File: src/rtl/fifo_pkg.sv
// Shared types and elaboration helpers for the FIFO width-down serializer.
//   ser_state_e   : IDLE (no word held) / SHIFT (word held, beats streaming)
//   ser_ratio     : number of narrow beats per input word
//   ser_cnt_w     : beat counter width (at least 1 bit)
//   ser_params_ok : legality of an IN_WIDTH/OUT_WIDTH pairing
package fifo_pkg;

    typedef enum logic {
        IDLE  = 1'b0,
        SHIFT = 1'b1
    } ser_state_e;

    function automatic int unsigned ser_ratio(input int unsigned in_w, input int unsigned out_w);
        return (out_w == 0) ? 0 : in_w / out_w;
    endfunction

    function automatic int unsigned ser_cnt_w(input int unsigned ratio);
        return (ratio <= 2) ? 1 : $clog2(ratio);
    endfunction

    function automatic bit ser_params_ok(input int unsigned in_w, input int unsigned out_w);
        return (out_w != 0) && ((in_w % out_w) == 0) && ((in_w / out_w) >= 2);
    endfunction

endpackage

File: src/rtl/fifo_serializer.sv
// Width-down converter draining a first-word-fall-through FIFO: each IN_WIDTH
// word leaves as RATIO narrow beats with a last-beat marker.
// Ports:
//   clk, reset            : clock, asynchronous active-low reset
//   i__data_in_valid/_in  : word from FIFO
//   o__data_in_ready      : word consumed (combinational, only from out_ready + state)
//   o__data_out_valid/_out/_last : registered beat stream
//   i__data_out_ready     : downstream accepts beat
module fifo_serializer
    import fifo_pkg::*;
#(
    parameter int unsigned IN_WIDTH  = 64,
    parameter int unsigned OUT_WIDTH = 16,
    parameter bit          MSB_FIRST = 1'b0
) (
    input  logic                 clk,
    input  logic                 reset,
    input  logic                 i__data_in_valid,
    input  logic [IN_WIDTH-1:0]  i__data_in,
    output logic                 o__data_in_ready,
    output logic                 o__data_out_valid,
    output logic [OUT_WIDTH-1:0] o__data_out,
    output logic                 o__data_out_last,
    input  logic                 i__data_out_ready
);

    localparam int unsigned RATIO = ser_ratio(IN_WIDTH, OUT_WIDTH);
    localparam int unsigned CNT_W = ser_cnt_w(RATIO);
    localparam logic [CNT_W-1:0] LAST_CNT = CNT_W'(RATIO - 1);

    // Reject illegal width pairings at elaboration.
    if (!ser_params_ok(IN_WIDTH, OUT_WIDTH)) begin : g_param_check
        $error("fifo_serializer: IN_WIDTH must be a multiple of OUT_WIDTH with ratio >= 2");
    end

    ser_state_e           state_q, state_d;
    logic [CNT_W-1:0]     cnt_q, cnt_d;
    logic [IN_WIDTH-1:0]  shreg_q, shreg_d;
    logic                 valid_q, valid_d;
    logic                 last_q, last_d;
    logic                 beat_xfer;
    logic                 load;

    // Ready is free in IDLE, or when the final beat is leaving this cycle.
    assign o__data_in_ready = (state_q == IDLE) || (last_q && i__data_out_ready);
    assign beat_xfer        = valid_q && i__data_out_ready;
    assign load             = i__data_in_valid && o__data_in_ready;

    // Current beat always sits at the shift-out end of the register.
    assign o__data_out       = MSB_FIRST ? shreg_q[IN_WIDTH-1 -: OUT_WIDTH]
                                         : shreg_q[OUT_WIDTH-1:0];
    assign o__data_out_valid = valid_q;
    assign o__data_out_last  = last_q;

    // State register.
    always_ff @(posedge clk or negedge reset) begin
        if (!reset) begin
            state_q <= IDLE;
            cnt_q   <= '0;
            shreg_q <= '0;
            valid_q <= 1'b0;
            last_q  <= 1'b0;
        end else begin
            state_q <= state_d;
            cnt_q   <= cnt_d;
            shreg_q <= shreg_d;
            valid_q <= valid_d;
            last_q  <= last_d;
        end
    end

    // Next-state: a load (from IDLE or on the final beat) takes priority,
    // otherwise a transferred beat advances the counter/shifter or ends the word.
    always_comb begin
        state_d = state_q;
        cnt_d   = cnt_q;
        shreg_d = shreg_q;
        valid_d = valid_q;
        last_d  = last_q;

        if (load) begin
            state_d = SHIFT;
            cnt_d   = '0;
            shreg_d = i__data_in;
            valid_d = 1'b1;
            last_d  = 1'b0;
        end else if (beat_xfer) begin
            if (last_q) begin
                state_d = IDLE;
                cnt_d   = '0;
                valid_d = 1'b0;
                last_d  = 1'b0;
            end else begin
                cnt_d   = cnt_q + CNT_W'(1);
                shreg_d = MSB_FIRST ? (shreg_q << OUT_WIDTH) : (shreg_q >> OUT_WIDTH);
                last_d  = (cnt_d == LAST_CNT);
            end
        end
    end

endmodule

File: config.mk
export PLATFORM = sky130hd
export DESIGN_NAME = fifo_serializer
export DESIGN_NICKNAME = d
export VERILOG_FILES = /design/src/rtl/fifo_pkg.sv /design/src/rtl/fifo_serializer.sv
export SDC_FILE = /design/constraint.sdc
export NUM_CORES = 1
export LEC_CHECK = 0
export CAP_MARGIN = 5
export CORE_ASPECT_RATIO = 1.75
export CORE_MARGIN = 10
export CORE_UTILIZATION = 51
export CTS_CLUSTER_SIZE = 14
export DETAILED_ROUTE_END_ITERATION = 8
export PLACE_DENSITY = 0.85
export SLEW_MARGIN = 20
export SYNTH_ARGS = -nofsm -noshare
export SYNTH_HDL_FRONTEND = slang
export SYNTH_SLANG_ARGS = --single-unit
File: constraint.sdc
create_clock -name clk -period 4.3 [get_ports clk]
set_clock_uncertainty 0.1 [all_clocks]
set_input_delay 0.645 -clock clk [delete_from_list [all_inputs] [get_ports clk]]
set_output_delay 0.645 -clock clk [all_outputs]
set_load 0.005 [all_outputs]
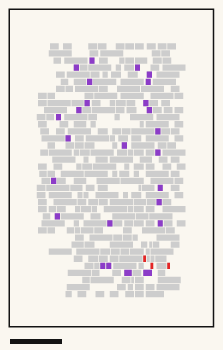
**Above:** run 1 (gate families picked out).
Bar = 20 microns.
| family | color | cells |
|---|---|---|
| and/or cells | purple | 25 |
| inv cells | red | 3 |
most common library cell in the layout ignoring fill and taps: sky130_fd_sc_hd__clkdlybuf4s50_1
multi-input combinational area share: 27.8%
non-filler cells in the finished layout: 377

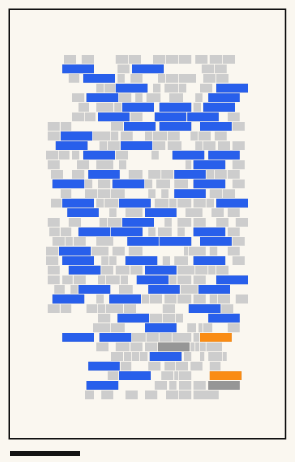
**Above:** run 1 (where the registers sit).
Bar = 20 microns. Other sequential cells in the stronger gray, the rest of the logic in the fainter gray.
| signal | color | flops |
|---|---|---|
| cnt_q | orange | 2 |
| shreg_q | blue | 64 |
not colored: 2
Seq group: 1.06 mW
utilization after layout: 70.2%
sequential portion of the cell area: 43.1%

==> Flow_metrics.wiki, run 1 <==
== Implementation results ==
{| class="wikitable"
! Metric !! Value
|-
| Outcome || completed
|-
| Post-synthesis instance area || 3000 sq um
|-
| Max FFs per register || 64
|-
| Share of total power in sequential cells || 43.6%
|-
| First-pass GRT wire length || 11,800 microns
|-
| Global route hottest layer || met2
|-
| Post-route design area || 3950 sq um
|-
| Detailed-routed wire length on met2 || 3920 microns
|-
| Max Root-Sink Buffers || 2
|-
| Share of flip-flops with an asynchronous set or reset || 100%
|-
| Yosys chip area || 3000 sq um
|-
| Relative area change from synthesis to final layout || 31.8%
|-
| Ys cells || 233
|-
| Final worst path period share || 62.7%
|-
| Init Core Util || 53.2%
|-
| Remaining Overflow, GRT || 0
|-
| Placer's final routability congestion estimate || 0.775
|-
| ANT cells || 0
|-
| Number of top-level pins || 87
|-
| CTS sink cnt || 68
|-
| Biggest register || shreg_q
|-
| Kind of cell with the highest combined delay on the critical path || buffers and inverters
|-
| Multi-input comb cells || 129
|-
| Number of enable flip-flop cells || 0
|-
| Number of global-route vias before repair || 2,232
|-
| Share of synthesized area occupied by flip-flops and latches || 56.8%
|-
| Initial antenna violation count || 0
|-
| Logic depth of the worst path, buffers included || 3
|-
| Pin count of the biggest net entering global routing || 69
|-
| Routed vias/inst || 5.61
|-
| Aggregate negative setup slack || 0 ps
|-
| Post-DR wirelength/cell || 19.5 microns
|-
| Required time of the critical path || 3560 ps
|-
| Iter 0 DRT Violations || 230
|-
| Tally of nets with antenna violations remaining after routing || 0
|-
| Most numerous cell in the Yosys netlist || sky130_fd_sc_hd__dfrtp_1
|-
| Final #Nets || 366
|-
| Area of the multi-input gates || 1100 sq um
|-
| Logic family by area || AND-OR/OR-AND gates
|-
| Logic gate share of total power || 36.3%
|-
| Area of the die || 9470 sq um
|-
| Buffer-and-inverter tally for the worst setup path || 2
|-
| Clock network fraction of design power || 20.0%
|-
| Area contributors post-synth || sky130_fd_sc_hd__dfrtp_1, sky130_fd_sc_hd__o221a_2, sky130_fd_sc_hd__a221o_1
|-
| Setup repair after global routing missed its margin || no
|-
| Comb pwr || 887 uW
|-
| Commonest register cell after synthesis || sky130_fd_sc_hd__dfrtp_1
|-
| Non-clock buffers, area share || 21.7%
|-
| Number of synthesized register bits || 68
|-
| Cell breakdown of the critical path || clkdlybuf4s50_1 > a21bo_2 > clkdlybuf4s50_1
|-
| Fraction of final layout cells with drive strength greater than 1 || 15.3%
|-
| Total net switching power || 710 uW
|-
| Biggest consumer || registers
|-
| Class of the most critical setup path || in -> out
|-
| Inverter count of the layout excluding clock inverters || 3
|-
| Number of port buffers || 86
|-
| TritonCTS clock tree || built
|-
| Sum of net half-perimeters after detailed placement || 5290 microns
|-
| Reg area || 1700 sq um
|-
| Placed inst area || 3760 sq um
|-
| GR met1 Demand/Resource || 17.3%
|-
| DR WL met3 || 462 microns
|-
| Most used cells in the layout excluding fill and tap cells || sky130_fd_sc_hd__clkdlybuf4s50_1, sky130_fd_sc_hd__dfrtp_1, sky130_fd_sc_hd__nand2b_1, sky130_fd_sc_hd__o221a_2
|-
| Slew margin rel. || 29.2%
|-
| Met2 track demand over resource in global routing || 27.1%
|-
| Cell at the root of the clock tree || sky130_fd_sc_hd__clkbuf_8
|-
| Via count || 2,114
|-
| Routing usage on met3 || 5.04%
|-
| Tightest Pin Transition || 1060 ps
|-
| Adder-Cell Fraction of Synth Area || 0.417%
|-
| Number of well-tap cells placed || 76
|-
| CTS Hold Bufs || 0
|-
| Count of cells resized by post-cts repair || 0
|-
| Post-CTS setup repair buffer count || 0
|-
| Area fraction in xor and xnor cells || 0%
|-
| Final Hold Viols || 0
|-
| Seq_cells || 68
|-
| Data arrival time at the worst-slack endpoint || 1950 ps
|-
| Number of cells traversed by the worst register-to-register path || 3
|-
| Post-placement cell count || 362
|-
| Worst-case setup margin in the final layout || 1600 ps
|-
| Layout fillers || 396
|-
| CP most frequent cell || sky130_fd_sc_hd__clkdlybuf4s50_1
|-
| IR Drop Worst-Case VDD || 0.272 mV
|-
| X dimension of the die || 78.0 microns
|-
| Sort of element at the start of the critical path || input pin
|-
| Post-CTS clock slew at the launch and capture registers of the worst setup and hold paths || 70 ps
|-
| Rows || 36
|-
| Crit end category || output pin
|-
| GRT Overall Usage || 15.7%
|-
| Number of maximum-capacitance constraint violations || 0
|-
| Class of the tightest hold or removal check || in -> async
|-
| Leading area contributor after synthesis || sky130_fd_sc_hd__dfrtp_1
|-
| Maximum cell stage delay along the critical path || 590 ps
|-
| Placeable core region || 5630 sq um
|-
| Number of clock buffers in the layout || 14
|-
| Fraction of post-synthesis cell area in the top cell type by area || 56.8%
|-
| Number of remaining DRC errors || 0
|-
| Worst R2R Setup Slack || 2130 ps
|-
| Cell area power density || 618 nW/um^2
|-
| Post-Syn Instances || 233
|-
| Critical R2R Launch || o__data_out_valid$_DFFE_PN0P_
|-
| Maximum fanout along the worst path || 5
|-
| Clock network area share || 4.75%
|-
| Uppermost layer routed || met4
|-
| Critical path startpoint || i__data_out_ready
|-
| Number of search-and-repair iterations in the first detailed-routing pass || 4
|-
| Leakage power || 1.70 nW
|-
| Number of buffers added by the clock tree synthesis step || 9
|-
| Top cells by count, synth || sky130_fd_sc_hd__dfrtp_1, sky130_fd_sc_hd__nand2b_1, sky130_fd_sc_hd__o221a_2
|-
| Insertion delay of the later-clocked pin in the worst-skew pair || 340 ps
|-
| Post-Synth Simple-Gate Area || 11.6%
|-
| Routed length on met1 || 2840 microns
|-
| RR Endpoint || shreg_q[22]$_DFFE_PN0P_
|-
| OpenROAD warning count || 26
|-
| Post-Synthesis Net Count || 302
|-
| Cell-internal power || 1.73 mW
|-
| Final number of max-transition violations || 0
|-
| Warnings from Yosys || 0
|-
| Power after layout || 2.44 mW
|-
| DIE HEIGHT || 121 microns
|-
| Post-Place Setup Slack || 1560 ps
|-
| Avg Synthesized Cell Area || 12.9 sq um
|-
| Share of synthesized cell area in and-or and or-and compound cells || 23.7%
|-
| WHS || 296 ps
|-
| Clk. pwr || 488 uW
|-
| Post-Route WL || 7360 microns
|-
| Cell class with the largest area share || sequential cells
|-
| Final Critical Period || 2700 ps
|-
| Finish-stage setup viols || 0
|-
| Count of non-CTS buffers in the layout || 86
|}
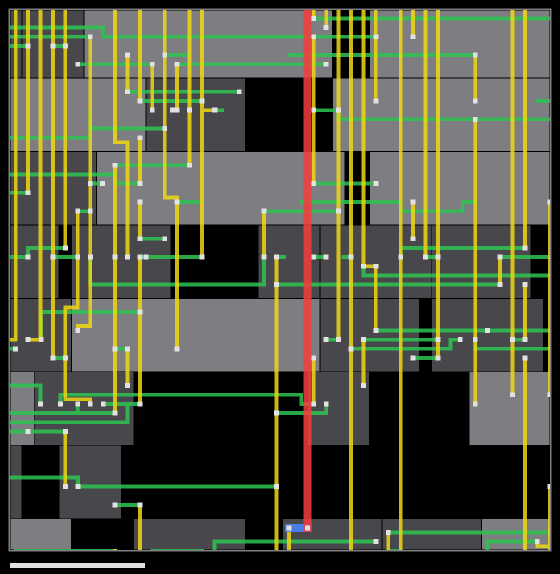
**Above:** run 1 (close-up of the layout).
Bar = 5 microns. Region (29, 75) to (49, 95) microns. Cells in gray, sequential cells in the stronger gray; small squares are vias.
| layer | color |
|---|---|
| metal 1 | green |
| metal 2 | yellow |
| metal 3 | blue |
| metal 4 | red |
netlist names of flops here include: shreg_q (7)
cells with their middle in the window: 21
most frequent: dfrtp_1 (7), a221o_1 (4)
sequential cells in the window: 7

**Run 1: signal wires by layer**

Bar = 20 microns.
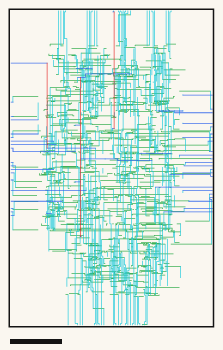

==> inputs of run 2 (changes only) <==
--- a/config.mk
+++ b/config.mk
@@ -8,10 +8,10 @@
 export CAP_MARGIN = 5
 export CORE_ASPECT_RATIO = 1.75
 export CORE_MARGIN = 10
-export CORE_UTILIZATION = 51
+export CORE_UTILIZATION = 47
 export CTS_CLUSTER_SIZE = 14
 export DETAILED_ROUTE_END_ITERATION = 8
-export PLACE_DENSITY = 0.85
+export PLACE_DENSITY = 0.79
 export SLEW_MARGIN = 20
 export SYNTH_ARGS = -nofsm -noshare
 export SYNTH_HDL_FRONTEND = slang
==> constraint.sdc (replaced) <==
create_clock -name clk -period 2.6 [get_ports clk]
set_clock_uncertainty 0.1 [all_clocks]
set_input_delay 0.39 -clock clk [delete_from_list [all_inputs] [get_ports clk]]
set_output_delay 0.39 -clock clk [all_outputs]
set_load 0.005 [all_outputs]
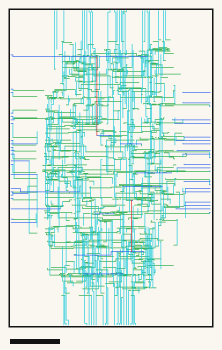
**Above:** run 2 (signal wires by layer).
Bar = 20 microns.
| layer | color | wire length |
|---|---|---|
| metal 2 | cyan | 3,790 microns |
| metal 4 | red | 51.7 microns |
| metal 3 | blue | 452 microns |
| metal 1 | green | 2,800 microns |
post-DR wirelength/cell: 18.4 microns
Post-Route WL: 7100 microns
via count: 2,107
GRT Overall Usage: 14.4%

==> Flow_metrics.wiki, run 2 <==
== Implementation results ==
{| class="wikitable"
! Metric !! Value
|-
| Outcome || completed (unchanged)
|-
| Power after layout || 4.05 mW (was 2.44 mW)
|-
| Leakage power || 1.73 nW (was 1.70 nW)
|-
| Number of cells traversed by the worst register-to-register path || 4 (was 3)
|-
| Reg area || 1700 sq um (unchanged)
|-
| Final Hold Viols || 0 (unchanged)
|-
| Sum of net half-perimeters after detailed placement || 5210 microns (was 5290 microns)
|-
| Class of the most critical setup path || in -> out (unchanged)
|-
| WHS || 57.0 ps (was 296 ps)
|-
| Biggest register || shreg_q (unchanged)
|-
| Biggest consumer || registers (unchanged)
|-
| TritonCTS clock tree || built (unchanged)
|-
| Sort of element at the start of the critical path || input pin (unchanged)
|-
| Number of buffers added by the clock tree synthesis step || 9 (unchanged)
|-
| Warnings from Yosys || 0 (unchanged)
|-
| Post-Synthesis Net Count || 302 (unchanged)
|-
| Global route hottest layer || met2 (unchanged)
|-
| IR Drop Worst-Case VDD || 0.462 mV (was 0.272 mV)
|-
| Multi-input comb cells || 129 (unchanged)
|-
| Most common library cell in the layout ignoring fill and taps || sky130_fd_sc_hd__clkdlybuf4s50_1 (unchanged)
|-
| Commonest register cell after synthesis || sky130_fd_sc_hd__dfrtp_1 (unchanged)
|-
| Number of enable flip-flop cells || 0 (unchanged)
|-
| Critical R2R Launch || o__data_out_valid$_DFFE_PN0P_ (unchanged)
|-
| Iter 0 DRT Violations || 137 (was 230)
|-
| Placer's final routability congestion estimate || 0.687 (was 0.775)
|-
| Final number of max-transition violations || 0 (unchanged)
|-
| Clock network area share || 4.53% (was 4.75%)
|-
| CP most frequent cell || sky130_fd_sc_hd__clkdlybuf4s50_1 (unchanged)
|-
| Aggregate negative setup slack || 0 ps (unchanged)
|-
| Area contributors post-synth || sky130_fd_sc_hd__dfrtp_1, sky130_fd_sc_hd__o221a_2, sky130_fd_sc_hd__a221o_1 (unchanged)
|-
| Post-Synth Simple-Gate Area || 11.6% (unchanged)
|-
| Area fraction in xor and xnor cells || 0% (unchanged)
|-
| Ys cells || 233 (unchanged)
|-
| Cell at the root of the clock tree || sky130_fd_sc_hd__clkbuf_8 (unchanged)
|-
| CTS sink cnt || 68 (unchanged)
|-
| Area of the multi-input gates || 1100 sq um (unchanged)
|-
| Inverter count of the layout excluding clock inverters || 3 (unchanged)
|-
| Buffer-and-inverter tally for the worst setup path || 2 (unchanged)
|-
| Layout fillers || 494 (was 396)
|-
| Rows || 38 (was 36)
|-
| Initial antenna violation count || 0 (unchanged)
|-
| Leading area contributor after synthesis || sky130_fd_sc_hd__dfrtp_1 (unchanged)
|-
| Post-Syn Instances || 233 (unchanged)
|-
| Logic depth of the worst path, buffers included || 3 (unchanged)
|-
| DR WL met3 || 452 microns (was 462 microns)
|-
| Tally of nets with antenna violations remaining after routing || 0 (unchanged)
|-
| Fraction of final layout cells with drive strength greater than 1 || 16.0% (was 15.3%)
|-
| Cell area power density || 1010 nW/um^2 (was 618 nW/um^2)
|-
| OpenROAD warning count || 26 (unchanged)
|-
| Comb pwr || 1.51 mW (was 887 uW)
|-
| Detailed-routed wire length on met2 || 3790 microns (was 3920 microns)
|-
| Seq_cells || 68 (unchanged)
|-
| Post-Place Setup Slack || 408 ps (was 1560 ps)
|-
| Setup repair after global routing missed its margin || no (unchanged)
|-
| Most used cells in the layout excluding fill and tap cells || sky130_fd_sc_hd__clkdlybuf4s50_1, sky130_fd_sc_hd__dfrtp_1, sky130_fd_sc_hd__nand2b_1, sky130_fd_sc_hd__o221a_2 (unchanged)
|-
| Class of the tightest hold or removal check || in -> async (unchanged)
|-
| Share of synthesized area occupied by flip-flops and latches || 56.8% (unchanged)
|-
| Pin count of the biggest net entering global routing || 69 (unchanged)
|-
| Number of global-route vias before repair || 2,213 (was 2,232)
|-
| Met2 track demand over resource in global routing || 23.6% (was 27.1%)
|-
| Tightest Pin Transition || 840 ps (was 1060 ps)
|-
| Insertion delay of the later-clocked pin in the worst-skew pair || 330 ps (was 340 ps)
|-
| Init Core Util || 48.5% (was 53.2%)
|-
| Remaining Overflow, GRT || 0 (unchanged)
|-
| Uppermost layer routed || met4 (unchanged)
|-
| GR met1 Demand/Resource || 16.9% (was 17.3%)
|-
| Number of maximum-capacitance constraint violations || 0 (unchanged)
|-
| Share of flip-flops with an asynchronous set or reset || 100% (unchanged)
|-
| Worst-case setup margin in the final layout || 413 ps (was 1600 ps)
|-
| Clock network fraction of design power || 19.3% (was 20.0%)
|-
| Count of non-CTS buffers in the layout || 90 (was 86)
|-
| Cell class with the largest area share || sequential cells (unchanged)
|-
| Multi-input combinational area share || 27.4% (was 27.8%)
|-
| ANT cells || 0 (unchanged)
|-
| Total net switching power || 1.17 mW (was 710 uW)
|-
| Share of synthesized cell area in and-or and or-and compound cells || 23.7% (unchanged)
|-
| Critical path startpoint || i__data_out_ready (unchanged)
|-
| Number of clock buffers in the layout || 15 (was 14)
|-
| Data arrival time at the worst-slack endpoint || 1700 ps (was 1950 ps)
|-
| Clk. pwr || 784 uW (was 488 uW)
|-
| Max Root-Sink Buffers || 2 (unchanged)
|-
| Crit end category || output pin (unchanged)
|-
| Number of well-tap cells placed || 80 (was 76)
|-
| Post-CTS clock slew at the launch and capture registers of the worst setup and hold paths || 70 ps (about the same)
|-
| Worst R2R Setup Slack || 750 ps (was 2130 ps)
|-
| Maximum fanout along the worst path || 5 (unchanged)
|-
| Logic gate share of total power || 37.2% (was 36.3%)
|-
| Number of top-level pins || 87 (unchanged)
|-
| Fraction of post-synthesis cell area in the top cell type by area || 56.8% (unchanged)
|-
| Required time of the critical path || 2110 ps (was 3560 ps)
|-
| Routed length on met1 || 2800 microns (was 2840 microns)
|-
| Placeable core region || 6180 sq um (was 5630 sq um)
|-
| First-pass GRT wire length || 11,400 microns (was 11,800 microns)
|-
| Cell-internal power || 2.88 mW (was 1.73 mW)
|-
| Sequential portion of the cell area || 42.5% (was 43.1%)
|-
| Max FFs per register || 64 (unchanged)
|-
| Yosys chip area || 3000 sq um (unchanged)
|-
| Adder-Cell Fraction of Synth Area || 0.417% (unchanged)
|-
| Share of total power in sequential cells || 43.4% (was 43.6%)
|-
| Number of synthesized register bits || 68 (unchanged)
|-
| Final #Nets || 370 (was 366)
|-
| Most numerous cell in the Yosys netlist || sky130_fd_sc_hd__dfrtp_1 (unchanged)
|-
| DIE HEIGHT || 126 microns (was 121 microns)
|-
| Final worst path period share || 84.1%
|-
| Number of search-and-repair iterations in the first detailed-routing pass || 4 (unchanged)
|-
| CTS Hold Bufs || 0 (unchanged)
|-
| Cell breakdown of the critical path || clkdlybuf4s50_1 > a21bo_2 > clkdlybuf4s50_1 (unchanged)
|-
| Routed vias/inst || 5.46 (was 5.61)
|-
| Final Critical Period || 2190 ps
|-
| Relative area change from synthesis to final layout || 33.6% (was 31.8%)
|-
| Finish-stage setup viols || 0 (unchanged)
|-
| Slew margin rel. || 44.0% (was 29.2%)
|-
| Non-clock buffers, area share || 22.8% (was 21.7%)
|-
| Post-placement cell count || 370 (was 362)
|-
| Routing usage on met3 || 4.34% (was 5.04%)
|}
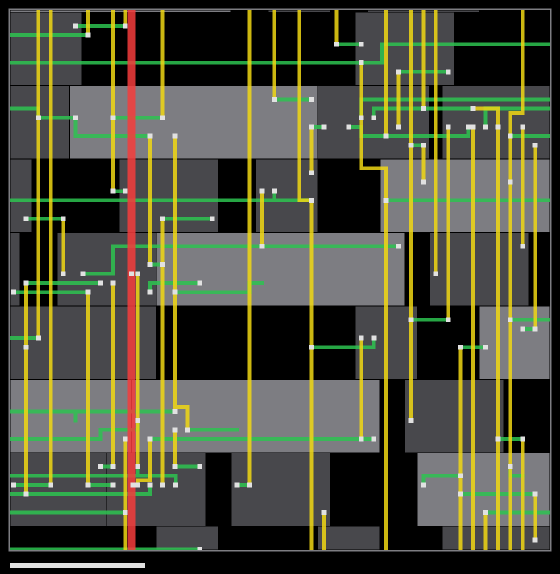
**Above:** run 2 (close-up of the layout).
Bar = 5 microns. Region (30, 78) to (50, 98) microns. Cells in gray, sequential cells in the stronger gray; small squares are vias.

**Run 2: where the registers sit**

Bar = 20 microns. Other sequential cells in the stronger gray, the rest of the logic in the fainter gray.
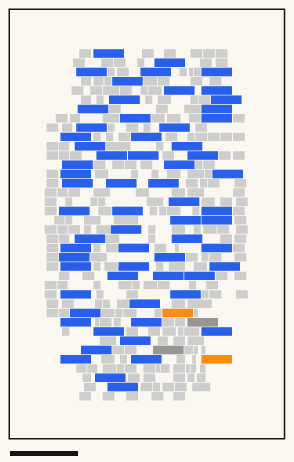

==> inputs of run 3 (changes only) <==
==> constraint.sdc (replaced) <==
create_clock -name clk -period 2.1 [get_ports clk]
set_clock_uncertainty 0.1 [all_clocks]
set_input_delay 0.315 -clock clk [delete_from_list [all_inputs] [get_ports clk]]
set_output_delay 0.315 -clock clk [all_outputs]
set_load 0.005 [all_outputs]
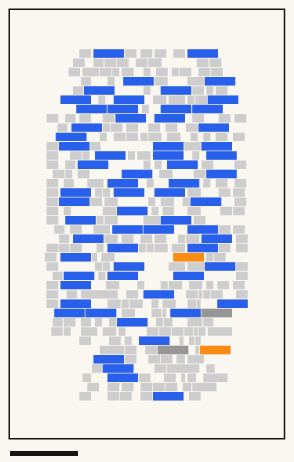
**Above:** run 3 (where the registers sit).
Bar = 20 microns. Other sequential cells in the stronger gray, the rest of the logic in the fainter gray.
| signal | color | flops |
|---|---|---|
| cnt_q | orange | 2 |
| shreg_q | blue | 64 |
not colored: 2
sequential portion of the cell area: 41.7%
Seq group: 2.19 mW
utilization after layout: 66.0%

==> Flow_metrics.wiki, run 3 <==
== Implementation results ==
{| class="wikitable"
! Metric !! Value
|-
| Fraction of post-synthesis cell area in the top cell type by area || 56.8% (unchanged)
|-
| Most common library cell in the layout ignoring fill and taps || sky130_fd_sc_hd__clkdlybuf4s50_1 (unchanged)
|-
| Non-filler cells in the finished layout || 389 (was 386)
|-
| Initial antenna violation count || 0 (unchanged)
|-
| Post-Route WL || 7210 microns (was 7100 microns)
|-
| Number of cells traversed by the worst register-to-register path || 3 (was 4)
|-
| Final number of max-transition violations || 0 (unchanged)
|-
| Pin count of the biggest net entering global routing || 50 (was 69)
|-
| Number of remaining DRC errors || 0 (unchanged)
|-
| CTS sink cnt || 68 (unchanged)
|-
| Inverter count of the layout excluding clock inverters || 3 (unchanged)
|-
| Setup repair after global routing missed its margin || no (unchanged)
|-
| Number of maximum-capacitance constraint violations || 0 (unchanged)
|-
| Most numerous cell in the Yosys netlist || sky130_fd_sc_hd__dfrtp_1 (unchanged)
|-
| DIE HEIGHT || 126 microns (unchanged)
|-
| Clock network fraction of design power || 20.5% (was 19.3%)
|-
| Placed inst area || 3870 sq um (was 3820 sq um)
|-
| Max Root-Sink Buffers || 2 (unchanged)
|-
| Warnings from Yosys || 0 (unchanged)
|-
| Logic family by area || AND-OR/OR-AND gates (unchanged)
|-
| Final Hold Viols || 0 (unchanged)
|-
| Insertion delay of the later-clocked pin in the worst-skew pair || 350 ps (was 330 ps)
|-
| Outcome || completed (unchanged)
|-
| Top cells by count, synth || sky130_fd_sc_hd__dfrtp_1, sky130_fd_sc_hd__nand2b_1, sky130_fd_sc_hd__o221a_2 (unchanged)
|-
| Tightest Pin Transition || 651 ps (was 840 ps)
|-
| Cell area power density || 1260 nW/um^2 (was 1010 nW/um^2)
|-
| Cell-internal power || 3.67 mW (was 2.88 mW)
|-
| Reg area || 1700 sq um (unchanged)
|-
| Placeable core region || 6180 sq um (unchanged)
|-
| Total net switching power || 1.47 mW (was 1.17 mW)
|-
| GR met1 Demand/Resource || 15.8% (was 16.9%)
|-
| Logic gate share of total power || 36.9% (was 37.2%)
|-
| Init Core Util || 48.5% (unchanged)
|-
| Multi-input combinational area share || 27.2% (was 27.4%)
|-
| Share of synthesized area occupied by flip-flops and latches || 56.8% (unchanged)
|-
| X dimension of the die || 80.4 microns (unchanged)
|-
| Number of well-tap cells placed || 80 (unchanged)
|-
| Area of the die || 10,100 sq um (unchanged)
|-
| Rows || 38 (unchanged)
|-
| Cell class with the largest area share || sequential cells (unchanged)
|-
| Commonest register cell after synthesis || sky130_fd_sc_hd__dfrtp_1 (unchanged)
|-
| Share of total power in sequential cells || 42.6% (was 43.4%)
|-
| Met2 track demand over resource in global routing || 24.8% (was 23.6%)
|-
| Share of flip-flops with an asynchronous set or reset || 100% (unchanged)
|-
| Critical R2R Launch || o__data_out_valid$_DFFE_PN0P_ (unchanged)
|-
| ANT cells || 0 (unchanged)
|-
| Leading area contributor after synthesis || sky130_fd_sc_hd__dfrtp_1 (unchanged)
|-
| Critical path startpoint || i__data_out_ready (unchanged)
|-
| Power after layout || 5.14 mW (was 4.05 mW)
|-
| Number of synthesized register bits || 68 (unchanged)
|-
| WHS || 362 ps (was 57.0 ps)
|-
| Buffer-and-inverter tally for the worst setup path || 3 (was 2)
|-
| Biggest register || shreg_q (unchanged)
|-
| Sort of element at the start of the critical path || input pin (unchanged)
|-
| Via count || 2,138 (was 2,107)
|-
| Routed vias/inst || 5.50 (was 5.46)
|-
| Slew margin rel. || 56.4% (was 44.0%)
|-
| Final worst path period share || 97.2%
|-
| Routed length on met1 || 2820 microns (was 2800 microns)
|-
| Clk. pwr || 1.05 mW (was 784 uW)
|}
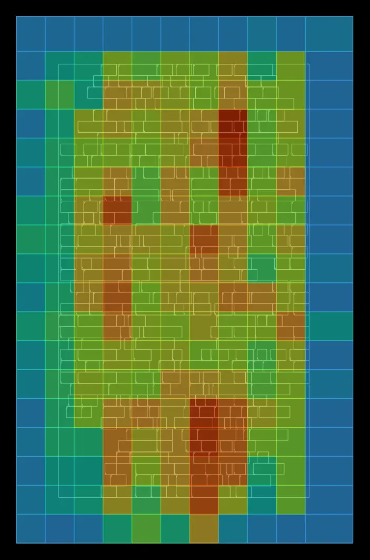
**Above:** run 3 (track usage over the die).
post-DR wirelength/cell: 18.5 microns
global route hottest layer: met2
GRT Overall Usage: 14.7%
routing usage on met3: 5.34%

Power and IR drop assume default switching activity.
